--- src/rtl/riscv_defs.sv ---
// Shared RV32I pipeline definitions: register index width, hazard FSM
// states and the register dependency match used by hazard and forwarding logic.
package riscv_defs;

  localparam int NB_OPERAND = 5;

  typedef enum logic {
    IDLE = 1'b0,
    HOLD = 1'b1
  } hazard_state_t;

  // True when the ID instruction actually reads the register written as rd.
  // x0 is hardwired to zero, so it never creates a dependency.
  function automatic logic dep(
    input logic [NB_OPERAND-1:0] rd,
    input logic [NB_OPERAND-1:0] rs1,
    input logic [NB_OPERAND-1:0] rs2,
    input logic                  use_rs1,
    input logic                  use_rs2
  );
    dep = (rd != '0) && ((use_rs1 && (rs1 == rd)) || (use_rs2 && (rs2 == rd)));
  endfunction

endpackage

--- src/rtl/sat_counter.sv ---
// Unsigned event counter that stops at all-ones instead of wrapping.
module sat_counter #(
  parameter int NB = 32
) (
  input  logic          i_clk,
  input  logic          i_rst,
  input  logic          i_inc,
  output logic [NB-1:0] o_cnt
);

  logic [NB-1:0] cnt_q;

  // Count up on each increment request, holding once saturated.
  always_ff @(posedge i_clk) begin
    if (i_rst) begin
      cnt_q <= '0;
    end else if (i_inc && (cnt_q != {NB{1'b1}})) begin
      cnt_q <= cnt_q + 1'b1;
    end
  end

  assign o_cnt = cnt_q;

endmodule

--- src/rtl/hazard_detection_unit.sv ---
// Stall/flush controller for the 5-stage RV32I pipeline, sitting in ID.
// Catches load-use into EX and ID-resolved branches fed by a load, drives the
// front-end enables, the ID/EX bubble and the IF/ID flush, and counts events.
// There is no valid/ready handshake here: every control output is a
// combinational decision for the current cycle, consumed by the pipeline
// registers at the next rising edge.
module hazard_detection_unit
  import riscv_defs::*;
#(
  parameter int NB_CNT = 32
) (
  input  logic                  i_clk,
  input  logic                  i_rst,
  input  logic                  i_ext_stall,
  input  logic [NB_OPERAND-1:0] i_if_id_rs1,
  input  logic [NB_OPERAND-1:0] i_if_id_rs2,
  input  logic                  i_if_id_use_rs1,
  input  logic                  i_if_id_use_rs2,
  input  logic                  i_if_id_is_branch,
  input  logic                  i_branch_taken,
  input  logic                  i_id_ex_mem_read,
  input  logic [NB_OPERAND-1:0] i_id_ex_rd,
  input  logic                  i_ex_mem_mem_read,
  input  logic [NB_OPERAND-1:0] i_ex_mem_rd,
  output logic                  o_pc_write,
  output logic                  o_if_id_write,
  output logic                  o_id_ex_bubble,
  output logic                  o_if_id_flush,
  output logic [NB_CNT-1:0]     o_stall_cnt,
  output logic [NB_CNT-1:0]     o_flush_cnt,
  output hazard_state_t         o_state
);

  hazard_state_t state_q;
  hazard_state_t state_d;

  logic dep_ex;
  logic dep_mem;
  logic lu;
  logic bl1;
  logic bl2;
  logic stall;
  logic stall_inc;
  logic flush_inc;

  assign dep_ex  = dep(i_id_ex_rd, i_if_id_rs1, i_if_id_rs2, i_if_id_use_rs1, i_if_id_use_rs2);
  assign dep_mem = dep(i_ex_mem_rd, i_if_id_rs1, i_if_id_rs2, i_if_id_use_rs1, i_if_id_use_rs2);

  // A load in EX feeding ID always needs one bubble; a branch resolved in ID
  // also cannot take a forwarded load result from MEM, and a load still in EX
  // needs two bubbles before the branch can compare.
  assign lu  = i_id_ex_mem_read && dep_ex;
  assign bl1 = i_if_id_is_branch && i_ex_mem_mem_read && dep_mem;
  assign bl2 = i_if_id_is_branch && i_id_ex_mem_read && dep_ex;

  // State register; reset always returns to IDLE, even out of HOLD.
  always_ff @(posedge i_clk) begin
    if (i_rst) begin
      state_q <= IDLE;
    end else begin
      state_q <= state_d;
    end
  end

  // Next state and stall decision. HOLD is the second bubble of a branch
  // waiting on a load; an external stall freezes the FSM where it is.
  always_comb begin
    state_d = state_q;
    stall   = 1'b0;
    unique case (state_q)
      IDLE: begin
        stall = lu || bl1 || bl2;
        if (bl2 && !i_ext_stall) begin
          state_d = HOLD;
        end
      end
      HOLD: begin
        stall = 1'b1;
        if (!i_ext_stall) begin
          state_d = IDLE;
        end
      end
      default: begin
        state_d = IDLE;
      end
    endcase
  end

  // Output priority: reset, external stall, hazard stall, then normal flow
  // where a taken branch flushes IF/ID. A taken branch under a hazard stall is
  // ignored because its comparison used operands that were not ready yet.
  always_comb begin
    o_pc_write     = 1'b1;
    o_if_id_write  = 1'b1;
    o_id_ex_bubble = 1'b0;
    o_if_id_flush  = 1'b0;
    stall_inc      = 1'b0;
    flush_inc      = 1'b0;
    if (i_rst) begin
      o_pc_write    = 1'b1;
      o_if_id_write = 1'b1;
    end else if (i_ext_stall) begin
      o_pc_write    = 1'b0;
      o_if_id_write = 1'b0;
    end else if (stall) begin
      o_pc_write     = 1'b0;
      o_if_id_write  = 1'b0;
      o_id_ex_bubble = 1'b1;
      stall_inc      = 1'b1;
    end else if (i_branch_taken) begin
      o_if_id_flush = 1'b1;
      flush_inc     = 1'b1;
    end
  end

  sat_counter #(.NB(NB_CNT)) u_stall_cnt (
    .i_clk (i_clk),
    .i_rst (i_rst),
    .i_inc (stall_inc),
    .o_cnt (o_stall_cnt)
  );

  sat_counter #(.NB(NB_CNT)) u_flush_cnt (
    .i_clk (i_clk),
    .i_rst (i_rst),
    .i_inc (flush_inc),
    .o_cnt (o_flush_cnt)
  );

  assign o_state = state_q;

endmodule
--- config.mk ---
export PLATFORM = sky130hd
export DESIGN_NAME = hazard_detection_unit
export DESIGN_NICKNAME = d
export VERILOG_FILES = /design/src/rtl/riscv_defs.sv /design/src/rtl/sat_counter.sv /design/src/rtl/hazard_detection_unit.sv
export SDC_FILE = /design/constraint.sdc
export NUM_CORES = 1
export LEC_CHECK = 0
export CAP_MARGIN = 20
export CORE_UTILIZATION = 50
export DETAILED_ROUTE_END_ITERATION = 10
export DONT_BUFFER_PORTS = 1
export MAX_ROUTING_LAYER = met4
export REMOVE_ABC_BUFFERS = 1
export SKIP_CTS_REPAIR_TIMING = 1
export SLEW_MARGIN = 0
export SYNTH_ARGS = -nofsm -noshare
export SYNTH_HDL_FRONTEND = slang
export SYNTH_SLANG_ARGS = --single-unit
export TNS_END_PERCENT = 5
--- constraint.sdc ---
create_clock -name i_clk -period 2.78 [get_ports i_clk]
set_input_delay 0.556 -clock i_clk [delete_from_list [all_inputs] [get_ports i_clk]]
set_output_delay 0.556 -clock i_clk [all_outputs]
set_load 0.02 [all_outputs]
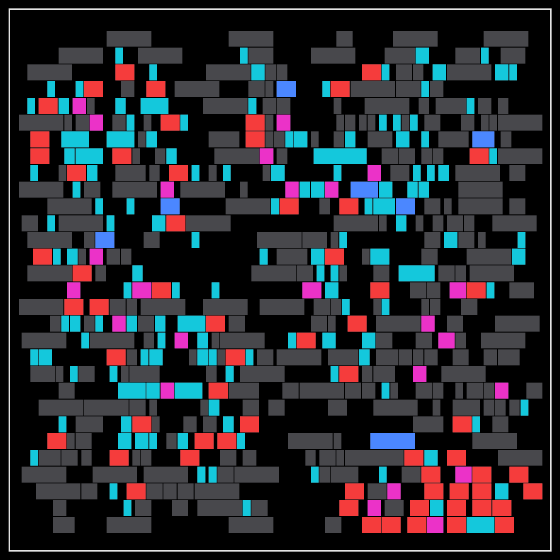
**Above:** run 1 (gate-type map).
XOR/XNOR gates: in red, cells 62, most used xnor2_1, where widely spread. AND and OR gates: in magenta, cells 24, most used and3_1, where widely spread. AND-OR and OR-AND gates: in blue, cells 7, most used a31o_2. NOR gates: in cyan, cells 134, most used nor2_1, where widely spread.

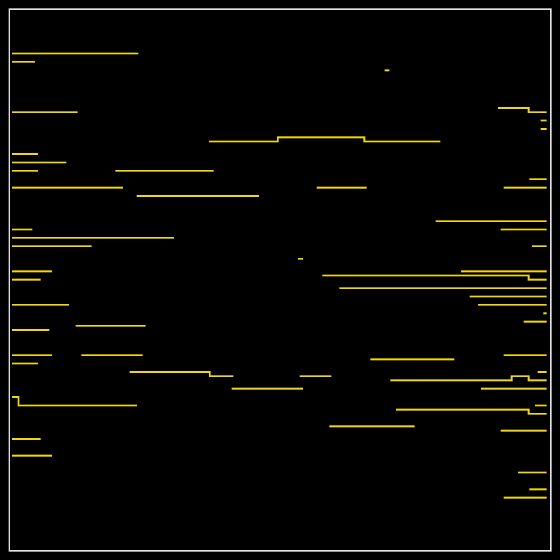
**Above:** run 1 (signal wires on met3).
The wires run mostly horizontal. 49 nets have wire on it. The layer carries 588 um of wire. The layer holds 6.9% of the routed length.

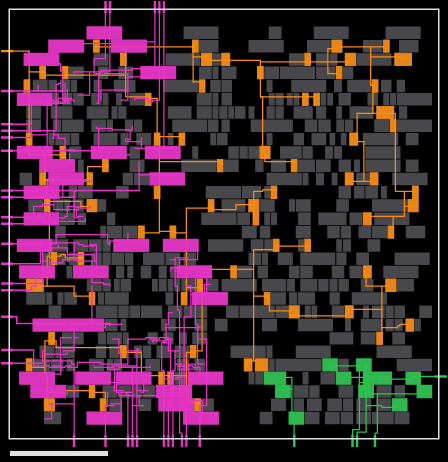
**Above:** run 1 (wires at chosen ports, followed through buffers).
Scale bar: 20 um.
i_ex_mem_rd: in green, bits 5, direction input, edge 4 bottom, 1 right, end cells 12, buffers 0, wire 107 um. o_flush_cnt: in magenta, bits 32, direction output, edge 16 left, 11 bottom, 5 top, end cells 32, buffers 16, wire 1150 um. i_rst: in orange, bits 1, direction input, edge left, end cells 78, buffers 0, wire 679 um.
Boundary Pins: 98
input/output buffers: 0

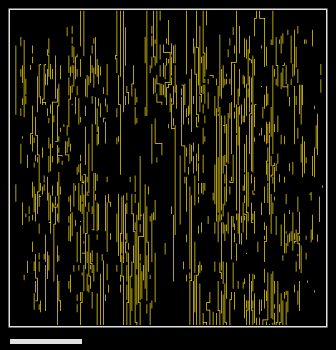
**Above:** run 1 (metal 2).
Scale bar: 20 um.
The layer holds 47% of the routed length. The longest straight run is 32.5 um. The layer carries 3980 um of wire.

==> PnR_summary.wiki, run 1 <==
== Flow metrics ==
{| class="wikitable"
! Metric !! Value
|-
| Leading power group || registers
|-
| Most frequent cells in the layout || sky130_fd_sc_hd__nor2_1 (74), sky130_fd_sc_hd__dfxtp_1 (65), sky130_fd_sc_hd__buf_4 (45)
|-
| Result of the run || finished, final reports clean
|-
| Final worst path period share || 94.9%
|-
| Combinational power || 82.4 uW
|-
| Power per standard cell area || 410 mW/mm^2
|-
| Share of Yosys cell area claimed by the top area cell type || 35.5%
|-
| Worst setup slack after layout || 0.142 ns
|-
| Min-Delay Path Depth || 1
|-
| Number of antenna violations at the first check in global routing || 0
|-
| TritonCTS clock tree || done
|-
| Cell Chain, Critical Path || or4_1 -> o21ai_2 -> o221ai_4 -> buf_4 -> nor2_1 -> buf_4
|-
| Global placement routability congestion || 0.805
|-
| Highest metal layer with signal wires || met4
|-
| Final worst clock skew || 0.00706 ns
|-
| GRT busiest layer || met2
|-
| Clock root cell || sky130_fd_sc_hd__clkbuf_8
|-
| Placed Area || 0.00403 sq mm
|-
| Sw power || 406 uW
|-
| Utilization after layout || 60.5%
|-
| Instance tally after logic synthesis || 444
|-
| Wire length per cell || 14.6 um
|-
| Cell count along the critical path || 6
|-
| Logic share of the area || 52.8%
|-
| Hpwl dp || 6.24 mm
|-
| Share of async-settable or async-resettable flops after synthesis || 0%
|-
| Worst setup path startpoint || i_id_ex_rd[1]
|-
| Count of endpoints failing setup in the final report || 0
|-
| Fraction of power consumed by sequential logic || 54.2%
|-
| Simple-Gate Fraction of Synth Area || 35.1%
|-
| Total power || 1.72 mW
|-
| Post-synthesis average cell area || 8.26 sq um
|-
| Total of warnings raised by yosys || 0
|-
| Core utilization at floorplan || 52.8%
|-
| Count of H-tree levels built during CTS || 3
|-
| Flip-flop and latch share of the layout cell area || 31.0%
|-
| Total core area || 0.00694 sq mm
|-
| Number of clock sinks seen by CTS || 65
|-
| Slowest stage cell, crit path || sky130_fd_sc_hd__or4_1
|-
| Detailed-route wire length on metal 1 || 3.84 mm
|-
| Routed Antenna Nets || 0
|-
| Met3 usage || 8.58%
|-
| Most common cell in the synthesized netlist || sky130_fd_sc_hd__nor2_1
|-
| Clock-pin slew on the worst setup and hold paths || 0.07 ns
|-
| Share of synthesized area spent on multiplexers || 3.55%
|-
| Leakage power figure || 1.40 nW
|-
| Number of max-capacitance violations reported || 0
|-
| Part of the power in the clock network || 41.1%
|-
| Transition time of the tightest slew-check pin || 0.586 ns
|-
| Global routing met2 resource utilization || 37.4%
|-
| Largest vdd supply drop || 0.250 mV
|-
| Count of placed standard cells including taps || 565
|-
| Drt first-iter violations || 121
|-
| Leading post-synthesis cells by instance count || sky130_fd_sc_hd__nor2_1 (74), sky130_fd_sc_hd__dfxtp_1 (65), sky130_fd_sc_hd__xnor2_1 (44)
|-
| # Taps || 96
|-
| Routed vias/inst || 5.52
|-
| Ant. Diodes || 0
|-
| Worst hold endpoint || u_flush_cnt.o_cnt[23]
|-
| Family with the most delay on the worst path || simple AND/OR/NAND/NOR gates
|-
| Unrepaired setup endpoints after global routing || no
|-
| Min-Delay Path Class || primary input to register
|-
| Startpoint-to-endpoint class of the critical path || primary input to primary output
|-
| Synth cell types || 47
|-
| Total Routing Usage GR || 23.7%
|-
| Final period demand of the worst path || 2.64 ns
|-
| Most repeated library cell on the critical path || sky130_fd_sc_hd__buf_4
|-
| Vert. Die Dim || 87.6 um
|-
| Pin count of the biggest net entering global routing || 79
|-
| Share of the yosys chip area belonging to registers || 35.5%
|-
| Crit path buffers/inverters || 2
|-
| Adder share || 0.682%
|-
| Stage delay of the slowest cell on the critical path || 0.55 ns
|-
| Number of fill cells || 653
|-
| Non-clk bufs || 45
|}
**Run 1: routing congestion map**

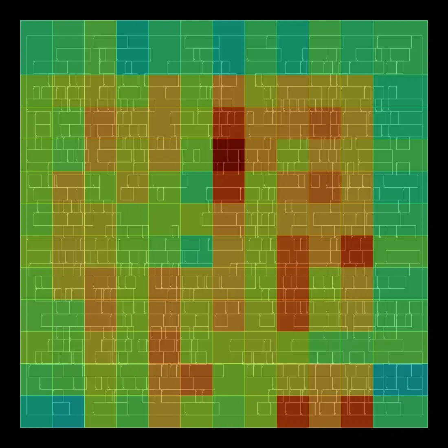

==> run 2: changes to the inputs <==
--- a/config.mk
+++ b/config.mk
@@ -6,13 +6,13 @@
 export NUM_CORES = 1
 export LEC_CHECK = 0
 export CAP_MARGIN = 20
-export CORE_UTILIZATION = 50
+export CORE_UTILIZATION = 48
 export DETAILED_ROUTE_END_ITERATION = 10
 export DONT_BUFFER_PORTS = 1
 export MAX_ROUTING_LAYER = met4
 export REMOVE_ABC_BUFFERS = 1
 export SKIP_CTS_REPAIR_TIMING = 1
-export SLEW_MARGIN = 0
+export SLEW_MARGIN = 10
 export SYNTH_ARGS = -nofsm -noshare
 export SYNTH_HDL_FRONTEND = slang
 export SYNTH_SLANG_ARGS = --single-unit
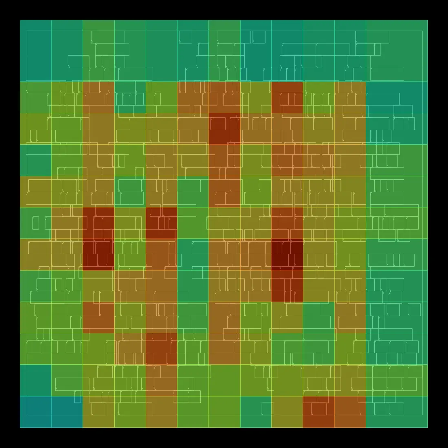
**Above:** run 2 (routing congestion map).
Total Routing Usage GR: 22.9%
GRT busiest layer: met2
global routing met2 resource utilization: 39.1%
met3 usage: 6.93%
met1 usage: 25.5%

==> run 2 against run 1 <==
Cell count is 1.2% lower. Area after synthesis stayed put. Die size is 4.1% higher. Clock power is 28% higher. Count of clock-buffer cells in the layout is 1 lower. Worst setup slack better by 0.042 ns. Combinational power is 5.2% lower. Sequential cell count stayed put. Global-route usage is 0.78 points lower. Sequential power hardly changed. Routed wire length is 1.9% higher. Total power is 11% higher.
==> PnR_summary.wiki, run 2 <==
== Flow metrics ==
{| class="wikitable"
! Metric !! Value
|-
| Number of sequential cells in the layout || 65 (unchanged)
|-
| Combinational power || 78.1 uW (was 82.4 uW)
|-
| Leading power group || registers (unchanged)
|-
| Core utilization at floorplan || 50.0% (was 52.8%)
|-
| Final worst path period share || 93.4% (was 94.9%)
|-
| Wire length per cell || 15.1 um (was 14.6 um)
|-
| Adder share || 0.682% (unchanged)
|-
| Total core area || 0.00733 sq mm (was 0.00694 sq mm)
|-
| Cell count along the critical path || 6 (unchanged)
|-
| Cell Chain, Critical Path || or4_1 -> o21ai_2 -> o221ai_4 -> buf_12 -> nor2_1 -> buf_4 (was or4_1 -> o21ai_2 -> o221ai_4 -> buf_4 -> nor2_1 -> buf_4)
|-
| Detailed-route wire length on metal 1 || 3.65 mm (was 3.84 mm)
|-
| Drt first-iter violations || 124 (was 121)
|-
| Final period demand of the worst path || 2.60 ns (was 2.64 ns)
|-
| Crit path buffers/inverters || 2 (unchanged)
|-
| Stage delay of the slowest cell on the critical path || 0.55 ns (about the same)
|-
| Part of the power in the clock network || 47.1% (was 41.1%)
|-
| Flip-flop and latch share of the layout cell area || 31.0% (about the same)
|-
| Highest metal layer with signal wires || met4 (unchanged)
|-
| Family with the most delay on the worst path || simple AND/OR/NAND/NOR gates (unchanged)
|-
| Global placement routability congestion || 0.809 (was 0.805)
|-
| Result of the run || finished, final reports clean (unchanged)
|-
| Count of H-tree levels built during CTS || 3 (unchanged)
|-
| Power per standard cell area || 456 mW/mm^2 (was 410 mW/mm^2)
|-
| Unrepaired setup endpoints after global routing || no (unchanged)
|-
| Post-synthesis average cell area || 8.26 sq um (unchanged)
|-
| Routed Antenna Nets || 0 (unchanged)
|-
| Utilization after layout || 57.3% (was 60.5%)
|-
| Number of max-capacitance violations reported || 0 (unchanged)
|-
| Vert. Die Dim || 89.4 um (was 87.6 um)
|-
| Input/output buffers || 0 (unchanged)
|-
| Instance tally after logic synthesis || 444 (unchanged)
|-
| Number of clock sinks seen by CTS || 65 (unchanged)
|-
| Simple-Gate Fraction of Synth Area || 35.1% (unchanged)
|-
| Most frequent cells in the layout || sky130_fd_sc_hd__nor2_1 (74), sky130_fd_sc_hd__dfxtp_1 (65), sky130_fd_sc_hd__xnor2_1 (44) (was sky130_fd_sc_hd__nor2_1 (74), sky130_fd_sc_hd__dfxtp_1 (65), sky130_fd_sc_hd__buf_4 (45))
|-
| # Taps || 99 (was 96)
|-
| Number of antenna violations at the first check in global routing || 0 (unchanged)
|-
| Placed Area || 0.00398 sq mm (was 0.00403 sq mm)
|-
| Share of async-settable or async-resettable flops after synthesis || 0% (unchanged)
|-
| Share of Yosys cell area claimed by the top area cell type || 35.5% (unchanged)
|-
| Total power || 1.92 mW (was 1.72 mW)
|-
| Ant. Diodes || 0 (unchanged)
|-
| Routed vias/inst || 5.55 (was 5.52)
|-
| TritonCTS clock tree || done (unchanged)
|-
| Fraction of power consumed by sequential logic || 48.8% (was 54.2%)
|-
| Leakage power figure || 1.39 nW (was 1.40 nW)
|-
| Leading post-synthesis cells by instance count || sky130_fd_sc_hd__nor2_1 (74), sky130_fd_sc_hd__dfxtp_1 (65), sky130_fd_sc_hd__xnor2_1 (44) (unchanged)
|-
| Min-Delay Path Class || primary input to register (unchanged)
|-
| Min-Delay Path Depth || 1 (unchanged)
|-
| Clock root cell || sky130_fd_sc_hd__clkbuf_8 (unchanged)
|-
| Final worst clock skew || 0.0126 ns (was 0.00706 ns)
|-
| Count of endpoints failing setup in the final report || 0 (unchanged)
|-
| Largest vdd supply drop || 0.246 mV (was 0.250 mV)
|-
| Transition time of the tightest slew-check pin || 0.549 ns (was 0.586 ns)
|-
| Non-clk bufs || 37 (was 45)
|-
| Pin count of the biggest net entering global routing || 79 (unchanged)
|-
| Slowest stage cell, crit path || sky130_fd_sc_hd__or4_1 (unchanged)
|-
| Share of the yosys chip area belonging to registers || 35.5% (unchanged)
|-
| Worst setup slack after layout || 0.184 ns (was 0.142 ns)
|-
| Hpwl dp || 6.25 mm (was 6.24 mm)
|-
| Worst setup path startpoint || i_id_ex_rd[1] (unchanged)
|-
| Number of fill cells || 669 (was 653)
|-
| Most common cell in the synthesized netlist || sky130_fd_sc_hd__nor2_1 (unchanged)
|-
| Share of synthesized area spent on multiplexers || 3.55% (unchanged)
|}
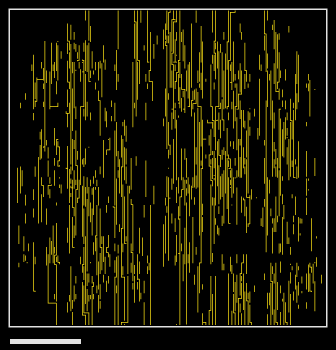
**Above:** run 2 (metal 2).
Scale bar: 20 um.
The layer holds 49% of the routed length. The layer carries 4260 um of wire. 419 nets have wire on it. The longest straight run is 42.8 um. The wires run mostly vertical.
wire length reported by the detailed router: 8.64 mm
routed vias: 3188

**Run 2: signal wires on met3**

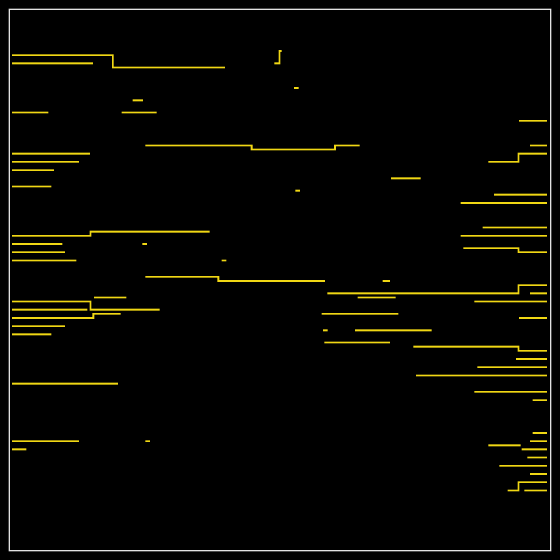

==> run 3: changes to the inputs <==
--- a/config.mk
+++ b/config.mk
@@ -6,6 +6,7 @@
 export NUM_CORES = 1
 export LEC_CHECK = 0
 export CAP_MARGIN = 20
+export CORE_ASPECT_RATIO = 0.9
 export CORE_UTILIZATION = 48
 export DETAILED_ROUTE_END_ITERATION = 10
 export DONT_BUFFER_PORTS = 1
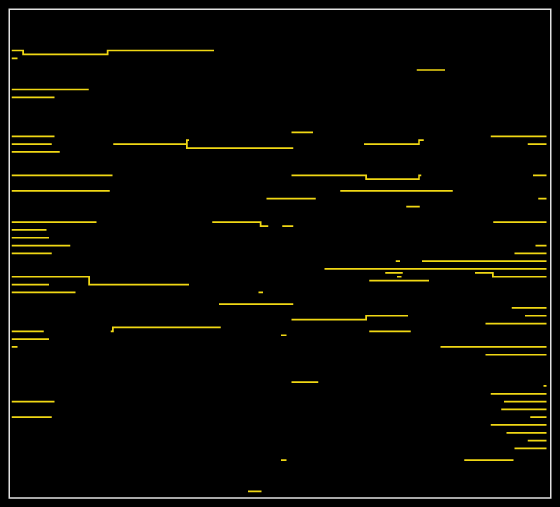
**Above:** run 3 (signal wires on met3).
The wires run mostly horizontal. The layer holds 7.2% of the routed length.

==> run 3 against run 2 <==
Largest power group unchanged. Worst hold slack worse by 0.0057 ns. Utilization is 0.63 points higher. Design area is 0.42% lower. Routed wire length is 2.2% higher. Worst setup slack worse by 0.036 ns.
==> PnR_summary.wiki, run 3 <==
== Flow metrics ==
{| class="wikitable"
! Metric !! Value
|-
| Highest metal layer with signal wires || met4 (unchanged)
|-
| Crit path buffers/inverters || 2 (unchanged)
|-
| Combinational power || 79.2 uW (was 78.1 uW)
|-
| Min-Delay Path Class || primary input to register (unchanged)
|-
| Global placement routability congestion || 0.855 (was 0.809)
|-
| Worst setup slack after layout || 0.148 ns (was 0.184 ns)
|-
| Core utilization at floorplan || 50.8% (was 50.0%)
|-
| Cell count along the critical path || 6 (unchanged)
|-
| Result of the run || finished, final reports clean (unchanged)
|-
| Unrepaired setup endpoints after global routing || no (unchanged)
|-
| Routed vias/inst || 5.58 (was 5.55)
|-
| Most common cell in the synthesized netlist || sky130_fd_sc_hd__nor2_1 (unchanged)
|-
| Total of warnings raised by yosys || 0 (unchanged)
|-
| Number of clock sinks seen by CTS || 65 (unchanged)
|-
| Number of fill cells || 688 (was 669)
|-
| Wire length per cell || 15.4 um (was 15.1 um)
|-
| Instance tally after logic synthesis || 444 (unchanged)
|-
| TritonCTS clock tree || done (unchanged)
|-
| Power per standard cell area || 412 mW/mm^2 (was 456 mW/mm^2)
|-
| Leading post-synthesis cells by instance count || sky130_fd_sc_hd__nor2_1 (74), sky130_fd_sc_hd__dfxtp_1 (65), sky130_fd_sc_hd__xnor2_1 (44) (unchanged)
|-
| Number of sequential cells in the layout || 65 (unchanged)
|-
| Total power || 1.72 mW (was 1.92 mW)
|-
| Largest vdd supply drop || 0.196 mV (was 0.246 mV)
|-
| Placed Area || 0.00401 sq mm (was 0.00398 sq mm)
|-
| Non-clk bufs || 42 (was 37)
|-
| Slowest stage cell, crit path || sky130_fd_sc_hd__or4_1 (unchanged)
|-
| Share of the yosys chip area belonging to registers || 35.5% (unchanged)
|-
| Share of async-settable or async-resettable flops after synthesis || 0% (unchanged)
|-
| Count of H-tree levels built during CTS || 3 (unchanged)
|-
| Synth cell types || 47 (unchanged)
|-
| Ant. Diodes || 0 (unchanged)
|-
| Fraction of power consumed by sequential logic || 54.2% (was 48.8%)
|-
| Simple-Gate Fraction of Synth Area || 35.1% (unchanged)
|-
| Final period demand of the worst path || 2.63 ns (was 2.60 ns)
|-
| Vert. Die Dim || 84.9 um (was 89.4 um)
|-
| Detailed-route wire length on metal 1 || 3.95 mm (was 3.65 mm)
|-
| Final worst path period share || 94.7% (was 93.4%)
|-
| Leading power group || registers (unchanged)
|-
| GRT busiest layer || met2 (unchanged)
|-
| Stage delay of the slowest cell on the critical path || 0.56 ns (was 0.55 ns)
|-
| Worst hold endpoint || u_flush_cnt.o_cnt[24] (was u_flush_cnt.o_cnt[28])
|-
| Routed Antenna Nets || 0 (unchanged)
|-
| Cell Chain, Critical Path || or4_1 -> o211ai_2 -> o221ai_4 -> buf_12 -> o21bai_1 -> buf_4 (was or4_1 -> o21ai_2 -> o221ai_4 -> buf_12 -> nor2_1 -> buf_4)
|-
| Startpoint-to-endpoint class of the critical path || primary input to primary output (unchanged)
|-
| Share of Yosys cell area claimed by the top area cell type || 35.5% (unchanged)
|-
| Family with the most delay on the worst path || simple AND/OR/NAND/NOR gates (unchanged)
|-
| Number of antenna violations at the first check in global routing || 0 (unchanged)
|-
| Boundary Pins || 98 (unchanged)
|-
| Post-synthesis average cell area || 8.26 sq um (unchanged)
|}
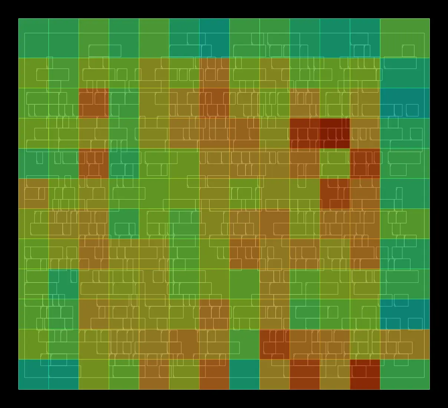
**Above:** run 3 (routing congestion map).
Total Routing Usage GR: 24.3%
utilization after layout: 57.9%

No activity file was given, so power comes from the tool's default toggle rates.
